<file path="src/rtl/sc_pwm_ramp_controller_if.sv">
// Command-side and counter-side signals of one sc_pwm_ramp_controller channel.
// duty_load_in is a one-cycle valid with no ready: the controller always accepts it on the next edge.
interface sc_pwm_ramp_controller_if #(
  parameter int N = 8
);
  logic         ctrl_run_in;
  logic         ctrl_brake_in;
  logic [N-1:0] duty_target_in;
  logic         duty_load_in;
  logic         cnt_endcount_outlow_in;
  logic         cnt_flag_outlow_in;
  logic         cnt_enable_inlow_out;
  logic         cnt_clear_inlow_out;
  logic [N-1:0] cnt_flagcomp_out;
  logic         pwm_out;
  logic         period_done_out;
  logic         at_target_out;
  logic         busy_out;
  logic [1:0]   state_dbg;

  modport master (
    output ctrl_run_in, ctrl_brake_in, duty_target_in, duty_load_in,
           cnt_endcount_outlow_in, cnt_flag_outlow_in,
    input  cnt_enable_inlow_out, cnt_clear_inlow_out, cnt_flagcomp_out,
           pwm_out, period_done_out, at_target_out, busy_out, state_dbg
  );

  modport slave (
    input  ctrl_run_in, ctrl_brake_in, duty_target_in, duty_load_in,
           cnt_endcount_outlow_in, cnt_flag_outlow_in,
    output cnt_enable_inlow_out, cnt_clear_inlow_out, cnt_flagcomp_out,
           pwm_out, period_done_out, at_target_out, busy_out, state_dbg
  );
endinterface

</file>
<file path="src/rtl/sc_pwm_ramp_controller.sv">
// Sequencer for one SC_COUNTER_PWM channel: period-aligned duty updates and glitch-free PWM.
// Define SC_PWM_RAMP_EN to build the soft-start duty ramp.
module sc_pwm_ramp_controller #(
  parameter int N         = 8,
  parameter int RAMP_STEP = 1,
  parameter int RAMP_DIV  = 4
) (
  input logic SC_COUNTER_PWM_CLOCK,
  input logic SC_COUNTER_PWM_RESET_InHigh,
  sc_pwm_ramp_controller_if.slave bus
);
  typedef enum logic [1:0] {
    ST_IDLE     = 2'd0,
    ST_RUN      = 2'd1,
    ST_STOPPING = 2'd2
  } state_t;

  if (RAMP_STEP < 1 || RAMP_STEP > (1 << N) - 1 || RAMP_DIV < 1 || RAMP_DIV > 255) begin : g_cfg_check
    $error("sc_pwm_ramp_controller: RAMP_STEP or RAMP_DIV out of range");
  end

  state_t       state_q, state_d;
  logic [N-1:0] duty_tgt_q, duty_tgt_d;
  logic [N-1:0] duty_cur_q, duty_cur_d;
  logic         pwm_q, pwm_d;
  logic         period_done_q, period_done_d;
  logic         wrap, cmp_hit;
  logic [N-1:0] start_duty, next_duty;

  assign wrap    = ~bus.cnt_endcount_outlow_in;
  assign cmp_hit = ~bus.cnt_flag_outlow_in;

`ifdef SC_PWM_RAMP_EN
  localparam logic [7:0] RAMP_LAST = 8'(RAMP_DIV - 1);
  localparam logic [N:0] STEP_X    = (N+1)'(RAMP_STEP);

  logic [7:0]   ramp_cnt_q, ramp_cnt_d, ramp_cnt_next;
  logic [N:0]   cur_x, tgt_x;
  logic [N-1:0] ramped;

  // One extra bit so the step can neither wrap past 0 nor past 2^N-1.
  always_comb begin
    cur_x  = {1'b0, duty_cur_q};
    tgt_x  = {1'b0, duty_tgt_q};
    ramped = duty_cur_q;
    if (cur_x < tgt_x) begin
      ramped = (cur_x + STEP_X >= tgt_x) ? duty_tgt_q : N'(cur_x + STEP_X);
    end else if (cur_x > tgt_x) begin
      ramped = (cur_x <= tgt_x + STEP_X) ? duty_tgt_q : N'(cur_x - STEP_X);
    end
  end

  assign start_duty    = '0;
  assign next_duty     = (ramp_cnt_q == RAMP_LAST) ? ramped : duty_cur_q;
  assign ramp_cnt_next = (ramp_cnt_q == RAMP_LAST) ? 8'd0 : ramp_cnt_q + 8'd1;
`else
  assign start_duty = duty_tgt_q;
  assign next_duty  = duty_tgt_q;
`endif

  always_comb begin
    state_d       = state_q;
    duty_cur_d    = duty_cur_q;
    pwm_d         = pwm_q;
    period_done_d = 1'b0;
    duty_tgt_d    = bus.duty_load_in ? bus.duty_target_in : duty_tgt_q;
`ifdef SC_PWM_RAMP_EN
    ramp_cnt_d    = ramp_cnt_q;
`endif
    if (bus.ctrl_brake_in) begin
      state_d = ST_IDLE;
      pwm_d   = 1'b0;
`ifdef SC_PWM_RAMP_EN
      ramp_cnt_d = 8'd0;
      duty_cur_d = '0;
`endif
    end else begin
      case (state_q)
        ST_IDLE: begin
          pwm_d = 1'b0;
          if (bus.ctrl_run_in) begin
            state_d    = ST_RUN;
            duty_cur_d = start_duty;
            pwm_d      = (start_duty != '0);
`ifdef SC_PWM_RAMP_EN
            ramp_cnt_d = 8'd0;
`endif
          end
        end
        ST_RUN, ST_STOPPING: begin
          state_d = bus.ctrl_run_in ? ST_RUN : ST_STOPPING;
          if (cmp_hit) pwm_d = 1'b0;
          // A wrap with run low ends the channel; the set below wins over a coincident compare clear.
          if (wrap) begin
            period_done_d = 1'b1;
            if (bus.ctrl_run_in) begin
              duty_cur_d = next_duty;
              pwm_d      = (next_duty != '0);
`ifdef SC_PWM_RAMP_EN
              ramp_cnt_d = ramp_cnt_next;
`endif
            end else begin
              state_d = ST_IDLE;
              pwm_d   = 1'b0;
            end
          end
        end
        default: state_d = ST_IDLE;
      endcase
    end
  end

  always_ff @(posedge SC_COUNTER_PWM_CLOCK or posedge SC_COUNTER_PWM_RESET_InHigh) begin
    if (SC_COUNTER_PWM_RESET_InHigh) begin
      state_q       <= ST_IDLE;
      duty_tgt_q    <= '0;
      duty_cur_q    <= '0;
      pwm_q         <= 1'b0;
      period_done_q <= 1'b0;
`ifdef SC_PWM_RAMP_EN
      ramp_cnt_q    <= 8'd0;
`endif
    end else begin
      state_q       <= state_d;
      duty_tgt_q    <= duty_tgt_d;
      duty_cur_q    <= duty_cur_d;
      pwm_q         <= pwm_d;
      period_done_q <= period_done_d;
`ifdef SC_PWM_RAMP_EN
      ramp_cnt_q    <= ramp_cnt_d;
`endif
    end
  end

  assign bus.cnt_clear_inlow_out  = (state_q != ST_IDLE);
  assign bus.cnt_enable_inlow_out = (state_q == ST_IDLE);
  assign bus.cnt_flagcomp_out     = (duty_cur_q == '0) ? '0 : duty_cur_q - N'(1);
  assign bus.pwm_out              = pwm_q;
  assign bus.period_done_out      = period_done_q;
  assign bus.at_target_out        = (duty_cur_q == duty_tgt_q);
  assign bus.busy_out             = (state_q != ST_IDLE);
  assign bus.state_dbg            = state_q;
endmodule

</file>
<file path="src/flat_wrapper.sv">
// flat-port wrapper written by rule: the top's interface ports become plain ports
module sc_pwm_ramp_controller_flat 
#(
  parameter int N         = 8,
  parameter int RAMP_STEP = 1,
  parameter int RAMP_DIV  = 4
)
  (SC_COUNTER_PWM_CLOCK, SC_COUNTER_PWM_RESET_InHigh, bus_ctrl_run_in, bus_ctrl_brake_in, bus_duty_target_in, bus_duty_load_in, bus_cnt_endcount_outlow_in, bus_cnt_flag_outlow_in, bus_cnt_enable_inlow_out, bus_cnt_clear_inlow_out, bus_cnt_flagcomp_out, bus_pwm_out, bus_period_done_out, bus_at_target_out, bus_busy_out, bus_state_dbg);
  sc_pwm_ramp_controller_if #(.N(N)) bus_i ();
  input logic SC_COUNTER_PWM_CLOCK;
  input logic SC_COUNTER_PWM_RESET_InHigh;
  input wire logic [$bits(bus_i.ctrl_run_in)-1:0] bus_ctrl_run_in;
  input wire logic [$bits(bus_i.ctrl_brake_in)-1:0] bus_ctrl_brake_in;
  input wire logic [$bits(bus_i.duty_target_in)-1:0] bus_duty_target_in;
  input wire logic [$bits(bus_i.duty_load_in)-1:0] bus_duty_load_in;
  input wire logic [$bits(bus_i.cnt_endcount_outlow_in)-1:0] bus_cnt_endcount_outlow_in;
  input wire logic [$bits(bus_i.cnt_flag_outlow_in)-1:0] bus_cnt_flag_outlow_in;
  output wire logic [$bits(bus_i.cnt_enable_inlow_out)-1:0] bus_cnt_enable_inlow_out;
  output wire logic [$bits(bus_i.cnt_clear_inlow_out)-1:0] bus_cnt_clear_inlow_out;
  output wire logic [$bits(bus_i.cnt_flagcomp_out)-1:0] bus_cnt_flagcomp_out;
  output wire logic [$bits(bus_i.pwm_out)-1:0] bus_pwm_out;
  output wire logic [$bits(bus_i.period_done_out)-1:0] bus_period_done_out;
  output wire logic [$bits(bus_i.at_target_out)-1:0] bus_at_target_out;
  output wire logic [$bits(bus_i.busy_out)-1:0] bus_busy_out;
  output wire logic [$bits(bus_i.state_dbg)-1:0] bus_state_dbg;
  assign bus_i.ctrl_run_in = bus_ctrl_run_in;
  assign bus_i.ctrl_brake_in = bus_ctrl_brake_in;
  assign bus_i.duty_target_in = bus_duty_target_in;
  assign bus_i.duty_load_in = bus_duty_load_in;
  assign bus_i.cnt_endcount_outlow_in = bus_cnt_endcount_outlow_in;
  assign bus_i.cnt_flag_outlow_in = bus_cnt_flag_outlow_in;
  assign bus_cnt_enable_inlow_out = bus_i.cnt_enable_inlow_out;
  assign bus_cnt_clear_inlow_out = bus_i.cnt_clear_inlow_out;
  assign bus_cnt_flagcomp_out = bus_i.cnt_flagcomp_out;
  assign bus_pwm_out = bus_i.pwm_out;
  assign bus_period_done_out = bus_i.period_done_out;
  assign bus_at_target_out = bus_i.at_target_out;
  assign bus_busy_out = bus_i.busy_out;
  assign bus_state_dbg = bus_i.state_dbg;
  sc_pwm_ramp_controller #(.N(N), .RAMP_STEP(RAMP_STEP), .RAMP_DIV(RAMP_DIV)) u_core (.SC_COUNTER_PWM_CLOCK(SC_COUNTER_PWM_CLOCK), .SC_COUNTER_PWM_RESET_InHigh(SC_COUNTER_PWM_RESET_InHigh), .bus(bus_i));
endmodule
</file>
<file path="config.mk">
export PLATFORM = sky130hd
export DESIGN_NAME = sc_pwm_ramp_controller_flat
export DESIGN_NICKNAME = d
export VERILOG_FILES = /design/src/rtl/sc_pwm_ramp_controller_if.sv /design/src/rtl/sc_pwm_ramp_controller.sv /design/src/flat_wrapper.sv
export SDC_FILE = /design/constraint.sdc
export NUM_CORES = 1
export LEC_CHECK = 0
export ABC_AREA = 1
export CAP_MARGIN = 15
export CORE_UTILIZATION = 59
export CTS_BUF_LIST = sky130_fd_sc_hd__clkbuf_4
export CTS_CLUSTER_SIZE = 14
export DETAILED_ROUTE_END_ITERATION = 8
export DONT_BUFFER_PORTS = 1
export GPL_TIMING_DRIVEN = 0
export HOLD_SLACK_MARGIN = 0.08
export PLACE_DENSITY = 0.74
export SYNTH_ARGS = -nofsm -noshare
export SYNTH_HDL_FRONTEND = slang
export SYNTH_SLANG_ARGS = --single-unit
</file>
<file path="constraint.sdc">
create_clock -name SC_COUNTER_PWM_CLOCK -period 1.4 [get_ports SC_COUNTER_PWM_CLOCK]
set_clock_uncertainty 0.2 [all_clocks]
set_input_delay 0.28 -clock SC_COUNTER_PWM_CLOCK [delete_from_list [all_inputs] [get_ports SC_COUNTER_PWM_CLOCK]]
set_output_delay 0.28 -clock SC_COUNTER_PWM_CLOCK [all_outputs]
set_load 0.005 [all_outputs]
</file>
Fig. 1: clock wires, drivers and flops
Scale bar: 10 um.
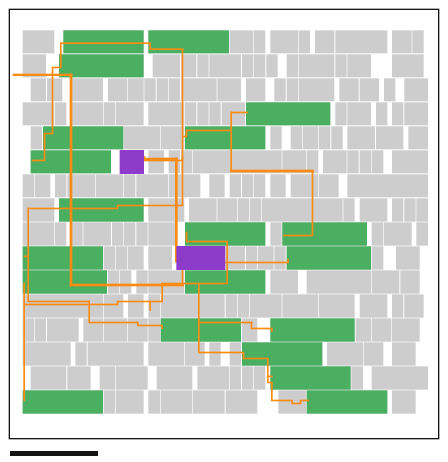
legend:
  flip-flops:
    color: green
    count: 20
  clock wires:
    color: orange
    length: 297 um
  cells driving clock nets:
    color: purple
    count: 3
flops lie: spread over the die
routed clock nets: 4
power in the clock group: 0.000306 W
insertion delay to the later sink of the worst-skew pair: 300 ps
Clk pwr share: 13.1%

Fig. 2: placed cells, one color a class
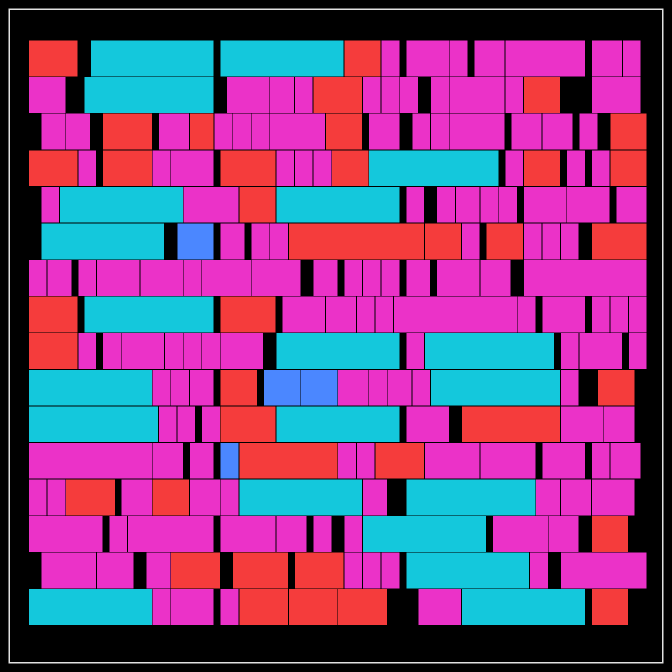
legend:
  all other logic:
    color: magenta
    cells: 149
  flip-flops:
    color: cyan
    cells: 20
  clock drivers and dummy loads:
    color: blue
    cells: 4
  other buffers and delay cells:
    color: red
    cells: 38
summed area of non-filler cells in the final layout: 1880 um^2
floorplan row count: 16

==> tab_implementation.tex <==
% Synthesis and place-and-route results
\begin{tabular}{lr}
\hline
Metric & Value \\
\hline
\multicolumn{2}{l}{\textbf{Floorplanning}} \\
Full die area & 2350 um\^{}2 \\
Die Y-Extent & 48.5 um \\
Initial core utilization & 63.7\% \\
Area of the core & 2000 um\^{}2 \\
Die Span X & 48.5 um \\
IO Pins & 31 \\
\multicolumn{2}{l}{\textbf{Status}} \\
Run status & finished with violations \\
Failing checks & negative setup slack \\
\multicolumn{2}{l}{\textbf{Critical path}} \\
CP max FO & 4 \\
Cell type group with the largest total delay on the critical path & flip-flops \\
Critical path arrival & 1580 ps \\
CP Capture Type & output port \\
Maximum cell stage delay along the critical path & 500 ps \\
Critical-path cell list & buf\_4 > xor2\_1 > nor2\_1 > nand2\_1 > nor2\_2 \\
Crit path buf inv count & 1 \\
CP max stage cell & dfrtp\_2 \\
Worst setup path class & reg -> out \\
Required time worst endpoint & 920 ps \\
Setup crit start kind & register \\
\multicolumn{2}{l}{\textbf{Place}} \\
Post-DP HPWL & 1980 um \\
Place WS & -252 ps \\
Port Buffers & 0 \\
Routability cong. & 0.830 \\
Area after detailed placement & 1350 um\^{}2 \\
Placed instance count & 199 \\
\multicolumn{2}{l}{\textbf{Synthesis}} \\
Post-synthesis sequential element count & 20 \\
Share of synthesized area occupied by flip-flops and latches & 39.3\% \\
Synth warnings & 0 \\
Synthesized area & 1270 um\^{}2 \\
Number of nets produced by synthesis & 191 \\
Post-Synthesis Mean Instance Area & 7.41 um\^{}2 \\
Cell count after synthesis & 172 \\
Cell total in the yosys stat output & 172 \\
Distinct cell type count after synthesis & 23 \\
Synthesized chip area reported by yosys & 1270 um\^{}2 \\
\multicolumn{2}{l}{\textbf{Drt}} \\
Total via count after detailed routing & 1421 \\
Wire per inst & 19.4 um \\
Number of design rule violations left after detail routing & 0 \\
Final Routed Wirelength & 4630 um \\
Violation count after the first detailed-route iteration & 68 \\
Number of iterations in the first detailed-routing pass & 4 \\
Antenna viol nets, final & 0 \\
Vias/cell & 5.97 \\
\multicolumn{2}{l}{\textbf{Final layout}} \\
Fraction of final layout cells sized beyond drive strength 1 & 43.6\% \\
Antenna fix cells & 0 \\
Count of filler cells inserted in the layout & 70 \\
Most common library cell in the layout ignoring fill and taps & nand2\_1 \\
Top logic cells by instance count in the layout & 41 x nand2\_1, 18 x inv\_1, 15 x buf\_4, 14 x dlygate4sd3\_1, 13 x dfrtp\_1 \\
Post-layout net count & 231 \\
Area occupied by multi-input gates & 800 um\^{}2 \\
Layout Area Growth over Synthesis & 47.2\% \\
Post-Layout Cell Count & 238 \\
\multicolumn{2}{l}{\textbf{Power and ir drop}} \\
Worst IR drop on VDD & 1.10 mV \\
Total leakage power & 0.918 nW \\
Power per cell area & 1250 nW/um\^{}2 \\
Overall power after layout & 0.00234 W \\
\multicolumn{2}{l}{\textbf{Flow run}} \\
MaxCap Viol Count & 0 \\
Count of tool warnings & 31 \\
\multicolumn{2}{l}{\textbf{Timing}} \\
Final hold violations & 0 \\
RSZ-0062 raised after global routing & true \\
Final critical-path share of the clock period & 147\% \\
Measured slew at the worst slew-check pin & 444 ps \\
Max transition margin & 70.3\% \\
FMAX & 0.487 GHz \\
Fin. max-slew vios & 0 \\
Final worst setup slack & -655 ps \\
Final-layout worst hold slack & 86.3 ps \\
Post-Route Setup TNS & -7150 ps \\
Final setup fails & 22 \\
Min Tclk post-route & 2060 ps \\
\multicolumn{2}{l}{\textbf{Global route}} \\
Wire length of the first global-routing pass & 5360 um \\
Total global routing track utilization & 29.8\% \\
Number of global-route vias before repair & 1245 \\
Maximum number of pins on one net before global-route repair & 21 \\
Overflow left after global routing & 0 \\
Number of antenna violations at the first check in global routing & 0 \\
\multicolumn{2}{l}{\textbf{Clocking}} \\
Clock Tree Root & clkbuf\_4 \\
Number of buffers on the longest clock path & 2 \\
Num CTS Buffers & 3 \\
Number of sinks driven by the clock tree & 20 \\
Clk slew on worst S/H paths & 140 ps \\
CTS tree & done \\
CTS H-Tree Depth & 1 \\
\multicolumn{2}{l}{\textbf{Hold path}} \\
Class of the tightest hold or removal check & in -> reg \\
\hline
\end{tabular}
Fig. 3: sequential cells grouped by signal name
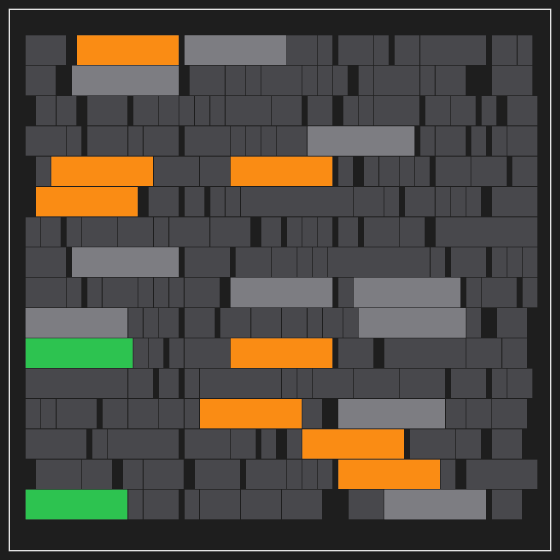
legend:
  `u_core.bus.state_dbg`:
    color: green
    placed_flops: 2
  `u_core.duty_tgt_q`:
    color: orange
    placed_flops: 8
total sequential power: 0.000783 W
Reg area: 509 um^2
Final Core Density: 93.8%
fraction of standard cell area that is sequential: 27.1%

==> where the power goes <==
part	internal (W)	switching (W)
registers	0.000667	0.000116
logic	0.000540	0.000715
clock network	0.000104	0.000202
==> timing repair <==
item | CTS | global route
setup endpoints to repair | 22 | 27
pin swaps | 6 | 18
hold endpoints to repair | 32 | 0
setup buffers | 7 | 13
gates resized | 33 | 26
gates cloned | 1 | 0
hold buffers | 14 | 0
==> per-layer routing <==
| layer | share of wire [%] | GRT usage [%] | routed length [um] | vias up |
|---|---|---|---|---|
| li1 | - | - | - | 610 |
| met3 | 8.0 | 5.97 | 370 | 40 |
| met2 | 49 | 52.3 | 2270 | 105 |
| met1 | 36 | 35.4 | 1670 | 666 |
| met5 | 0 | 0 | 0 | - |
| met4 | 6.8 | 12.7 | 313 | 0 |
==> Yosys cell counts <==
cell	n	area share [%]
o31ai_1	1	0.59
nand2_2	1	0.49
nand3_4	1	1.4
inv_1	28	8.2
buf_2	1	0.39
nor2_4	2	1.8
nand3_2	1	0.79
o21ai_0	11	4.3
nor2_1	17	5.0
nor3_1	2	0.79
dfrtp_1	20	39
nand2_1	53	16
o21ai_2	9	6.2
nand3_1	5	2.0
nor3_4	1	1.3
a21oi_1	4	1.6
buf_6	1	0.88
nand4_1	1	0.49
xor2_1	5	3.4
inv_2	2	0.59
nor2_2	1	0.49
buf_4	1	0.59
ha_1	4	3.9
==> worst register-to-register path: stages (launching register included) <==
cell	delay (ps)
dfrtp_1	430
inv_2	80
ha_4	260
nand2_4	90
nand3_4	160
buf_12	190
nand2_4	50
o21ai_2	40
==> logic make-up (layout without fill, tap and decap cells) <==
group                    Yosys count  count (layout)  synth area share [%]
buffers and inverters             33              72                  10.7
XOR/XNOR                           5               5                  3.43
adder cells (fa/ha/maj)            4               4                  3.93
flip-flops                        20              20                  39.3
AND-OR/OR-AND                     25              25                  12.7
AND/OR/NAND/NOR                   85              85                  30.0
==> cell type report <==
cell class	instances	area share (%)
plain buffers	3	1.93
clock buffers	3	1.20
clock inverters	1	0.200
inverters	30	6.73
multi-input cells	119	42.6
flip-flops and latches	20	27.1
well taps	27	1.80
repair buffers	35	18.4
==> sequential cells by signal, indices dropped and copies added, names as in the netlist <==
name / flops
u_core.duty_cur_q: 8
u_core.duty_tgt_q: 8
u_core.bus.period_done_out: 1
u_core.bus.state_dbg: 2
u_core.bus.pwm_out: 1
==> worst paths after layout <==
check	start	end	slack, ps	cells past startpoint
worst max-delay path	u_core.duty_cur_q[2]$_DFFE_PP0P_	bus_at_target_out	-660	5
worst min-delay path	bus_duty_load_in	u_core.duty_tgt_q[3]$_DFFE_PP0P_	90	3
worst max register to register	u_core.bus.state_dbg[0]$_DFFE_PP0P_	u_core.duty_cur_q[0]$_DFFE_PP0P_	-200	7
worst min register to register	u_core.duty_cur_q[6]$_DFFE_PP0P_	u_core.duty_cur_q[6]$_DFFE_PP0P_	390	2
max in group asynchronous	SC_COUNTER_PWM_RESET_InHigh	u_core.duty_cur_q[5]$_DFFE_PP0P_	460	2
min in group asynchronous	SC_COUNTER_PWM_RESET_InHigh	u_core.duty_cur_q[2]$_DFFE_PP0P_	230	2
Power is estimated from default activity; no workload was simulated.
